**config.mk**
```make
export PLATFORM = sky130hd
export DESIGN_NAME = sram_ctrl
export DESIGN_NICKNAME = d
export VERILOG_FILES = /design/src/rtl/sram_ctrl.sv
export SDC_FILE = /design/constraint.sdc
export NUM_CORES = 1
export LEC_CHECK = 0
export ABC_CLOCK_PERIOD_IN_PS = 1500
export CAP_MARGIN = 0
export CORE_MARGIN = 5
export CORE_UTILIZATION = 35
export CTS_CLUSTER_DIAMETER = 120
export DETAILED_ROUTE_END_ITERATION = 10
export PLACE_DENSITY_LB_ADDON = 0.12
export SYNTH_ARGS = -nofsm -noshare
export SYNTH_HDL_FRONTEND = slang
export SYNTH_SLANG_ARGS = --single-unit
```
**constraint.sdc**
```tcl
create_clock -name i_clk -period 1.5 [get_ports i_clk]
set_input_delay 0.3 -clock i_clk [delete_from_list [all_inputs] [get_ports i_clk]]
set_output_delay 0.3 -clock i_clk [all_outputs]
set_load 0.1 [all_outputs]
```
**src/rtl/sram_ctrl.sv**
```systemverilog
// -----------------------------------------------------------------------------
// sram_ctrl
//
// Multi-cycle controller between the core's MEM stage and an external
// single-port 32-bit SRAM. A load/store request seen in IDLE is latched,
// driven onto the SRAM bus for WAIT_CYCLES cycles (ACCESS), and acknowledged
// with a one-cycle ready pulse (DONE). The core derives freeze = ~o_ready.
//
// Optional feature macro: SRAM_WRITE_BUFFER_EN
//   defined   : stores are posted. ready=1 in the IDLE cycle the store is
//               seen, the store drains through ACCESS and returns straight
//               to IDLE without a DONE cycle.
//   undefined : stores stall exactly like loads.
//
// Parameters:
//   WAIT_CYCLES  SRAM bus cycles per access (1..15)
//   ADDR_W       SRAM word-address width
//   BASE_ADDR    byte address that maps to SRAM word 0
//
// Ports:
//   i_clk          clock, all state on the rising edge
//   i_rst          synchronous active-high reset
//   i_mem_r_en     load request
//   i_mem_w_en     store request (wins when both enables are high)
//   i_address      byte address (ALU result)
//   i_wr_data      store data
//   o_rd_data      registered load result
//   o_ready        access complete or no request pending
//   o_sram_addr    SRAM word address
//   o_sram_dq_out  SRAM write data
//   o_sram_dq_oe   SRAM data bus drive enable
//   i_sram_dq_in   SRAM read data
//   o_sram_we_n    SRAM write strobe, active low
//   o_sram_oe_n    SRAM output enable, active low
// -----------------------------------------------------------------------------
`timescale 1ns/1ps

module sram_ctrl #(
   parameter int WAIT_CYCLES = 4,
   parameter int ADDR_W      = 16,
   parameter int BASE_ADDR   = 1024
) (
   input  logic              i_clk,
   input  logic              i_rst,
   input  logic              i_mem_r_en,
   input  logic              i_mem_w_en,
   input  logic [31:0]       i_address,
   input  logic [31:0]       i_wr_data,
   output logic [31:0]       o_rd_data,
   output logic              o_ready,
   output logic [ADDR_W-1:0] o_sram_addr,
   output logic [31:0]       o_sram_dq_out,
   output logic              o_sram_dq_oe,
   input  logic [31:0]       i_sram_dq_in,
   output logic              o_sram_we_n,
   output logic              o_sram_oe_n
);

   typedef enum logic [1:0] {
      S_IDLE   = 2'd0,
      S_ACCESS = 2'd1,
      S_DONE   = 2'd2
   } state_t;

   localparam int               CNT_W    = 4;
   localparam logic [CNT_W-1:0] CNT_LOAD = CNT_W'(WAIT_CYCLES - 1);

   state_t            r_state;
   state_t            w_next;
   logic [CNT_W-1:0]  r_cnt;
   logic              r_is_write;
   logic [ADDR_W-1:0] r_addr;
   logic [31:0]       r_wdata;
   logic [31:0]       r_rd_data;

   logic              w_req;
   logic              w_start;
   logic [31:0]       w_offset;
   logic [ADDR_W-1:0] w_word;

   assign w_req    = i_mem_r_en | i_mem_w_en;
   assign w_start  = (r_state == S_IDLE) && w_req;
   // Addresses below BASE_ADDR wrap through the subtraction; byte lane bits
   // are dropped by the shift, upper bits by the truncation.
   assign w_offset = i_address - 32'(BASE_ADDR);
   assign w_word   = ADDR_W'(w_offset >> 2);

   // ---------------------------------------------------------------- state reg
   // NOTE: flops are written with non-blocking assignments so every register
   // samples the values present before the clock edge.
   always_ff @(posedge i_clk) begin
      if (i_rst) begin
         r_state <= S_IDLE;
      end else begin
         r_state <= w_next;
      end
   end

   // ------------------------------------------------------ request / datapath
   always_ff @(posedge i_clk) begin
      if (i_rst) begin
         r_cnt      <= '0;
         r_is_write <= 1'b0;
         r_addr     <= '0;
         r_wdata    <= '0;
         r_rd_data  <= '0;
      end else if (w_start) begin
         // Store has priority when both enables are set.
         r_is_write <= i_mem_w_en;
         r_addr     <= w_word;
         r_wdata    <= i_wr_data;
         r_cnt      <= CNT_LOAD;
      end else if (r_state == S_ACCESS) begin
         if (r_cnt != '0) begin
            r_cnt <= r_cnt - 1'b1;
         end else if (!r_is_write) begin
            // Last bus cycle of a load: data is stable, capture it.
            r_rd_data <= i_sram_dq_in;
         end
      end
   end

   // --------------------------------------------------------------- next state
   always_comb begin
      // NOTE: the default assignment up front means every path assigns
      // w_next, so no latch is inferred.
      w_next = r_state;
      case (r_state)
         S_IDLE: begin
            if (w_req) w_next = S_ACCESS;
         end
         S_ACCESS: begin
            if (r_cnt == '0) begin
`ifdef SRAM_WRITE_BUFFER_EN
               // Posted stores were acknowledged up front; no DONE cycle.
               w_next = r_is_write ? S_IDLE : S_DONE;
`else
               w_next = S_DONE;
`endif
            end
         end
         // The request still visible in DONE is the one just serviced.
         S_DONE:  w_next = S_IDLE;
         default: w_next = S_IDLE;
      endcase
   end

   // ------------------------------------------------------------------ outputs
   always_comb begin
      o_ready      = 1'b0;
      o_sram_we_n  = 1'b1;
      o_sram_oe_n  = 1'b1;
      o_sram_dq_oe = 1'b0;
      case (r_state)
         S_IDLE: begin
`ifdef SRAM_WRITE_BUFFER_EN
            o_ready = !w_req || i_mem_w_en;
`else
            o_ready = !w_req;
`endif
         end
         S_ACCESS: begin
            o_sram_we_n  = !r_is_write;
            o_sram_oe_n  = r_is_write;
            o_sram_dq_oe = r_is_write;
         end
         S_DONE:  o_ready = 1'b1;
         default: o_ready = 1'b0;
      endcase
   end

   assign o_sram_addr   = r_addr;
   assign o_sram_dq_out = r_wdata;
   assign o_rd_data     = r_rd_data;

endmodule
```
==> qor.yml <==
final_timing:
  tightest_slew_ns: 0.561
  setup_violations: 29
  fmax_mhz: 622
  fin_ws_ns: -0.108
status:
  outcome: "finished with violations"
  failed_checks: "setup timing"
synth:
  muxShareOfSynthArea: 0
  synth_area_um2: 3450
  synth_warnings: 0
  syn_area_per_cell_um2: 8.27
  xor_area_frac: 0.00254
  netlist.top_cell.by_area: "dfxtp_1"
  flop_cell: "dfxtp_1"
clock_tree:
  cts_tree: "built"
grt:
  grt_pass1_wl_um: 19300
pwr:
  power_frac_clock: 0.177
  seq_power_share: 0.336
  ir_drop_uv: 604
worst_setup_path:
  worst_setup_path_end_kind: "primary output"
floorplan:
  die_w_um: 109
-- path summary, 6_finish.rpt --
kind         cells past startpoint     startpoint              to  slack (ns)
min reg2reg                      2   o_rd_data[7]    o_rd_data[7]        0.50
max                              4     r_state[1]     o_sram_oe_n       -0.11
max reg2reg                      6       r_cnt[0]    o_rd_data[1]       -0.05
min                              3  i_address[10]  o_sram_addr[8]        0.30
-- repair_timing --
action | CTS | global route
pin swaps | 7 | 21
cloned | 2 | 2
endpoints found under the setup margin | 24 | 43
buffers inserted | 7 | 4
gates resized | 35 | 73
-- through the flow --
step,total power [µW],instances,setup TNS (ns)
2_1_floorplan,4910,417,-0.371
3_3_place_gp,6340,703,-7.95
3_5_place_dp,6390,703,-9.17
4_1_cts,7990,727,-0.542
5_1_grt,8560,732,-2.55
6_report,8220,732,-0.701
-- area by class of cell --
type / count / share of cell area
repair buffers: 209 / 0.429
multi-input cells: 279 / 0.260
flip-flops and latches: 87 / 0.255
well taps: 133 / 0.0242
clock buffers: 11 / 0.0206
inverters: 8 / 0.00783
clock inverters: 4 / 0.00309
diodes: 1 / 0.000364
-- layout by cell type, fill, tap and decap left out, types with 5 or more instances in the layout --
cell             synthesis  final
buf_12                   0     88
buf_4                    0     31
a21oi_2                  0      7
nand3_1                 74     73
a311oi_1                 5      5
a21oi_1                 84     77
clkbuf_8                 0     10
o21ai_2                  0     30
clkdlybuf4s50_1          0     74
dfxtp_1                 87     83
dlygate4sd2_1            0      6
o21ai_0                 79     47
-- flip-flops by register name (all words and copies together), names as in the netlist --
register       flops
r_is_write         1
r_state            2
o_rd_data         32
o_sram_addr       16
o_sram_dq_out     32
r_cnt              4
-- routing by layer --
layer / wire [µm] / up-vias
li1: - / 1873
met5: 0 / -
met3: 818 / 20
met4: 307 / 0
met1: 5170 / 1781
met2: 6180 / 114
==> images/density.png <==
Bar = 20 µm. The die is cut into 11 by 11 equal tiles; white is low, dark blue is high, 0 to 100% covered.
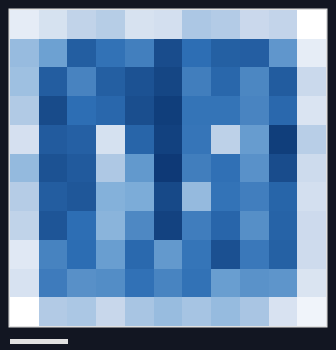
nearly empty tiles: 1.7%
fullest tile: 96%
tiles over 75% full: 31%
mean over tiles: 56%

==> images/final_placement.png <==
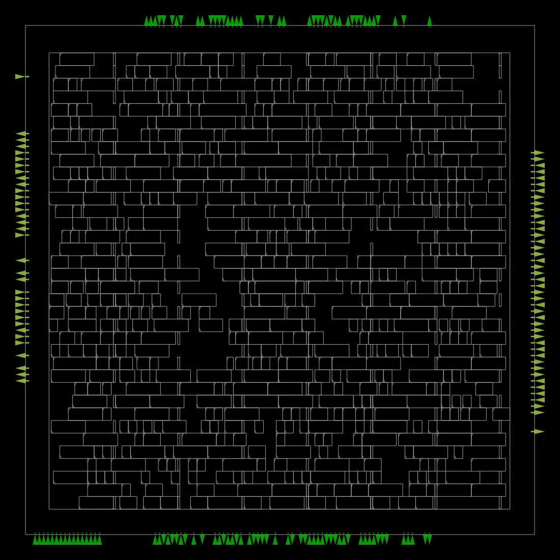
core box area: 9680 µm²
fraction of area in registers: 0.255

Power is estimated from default activity; no workload was simulated.
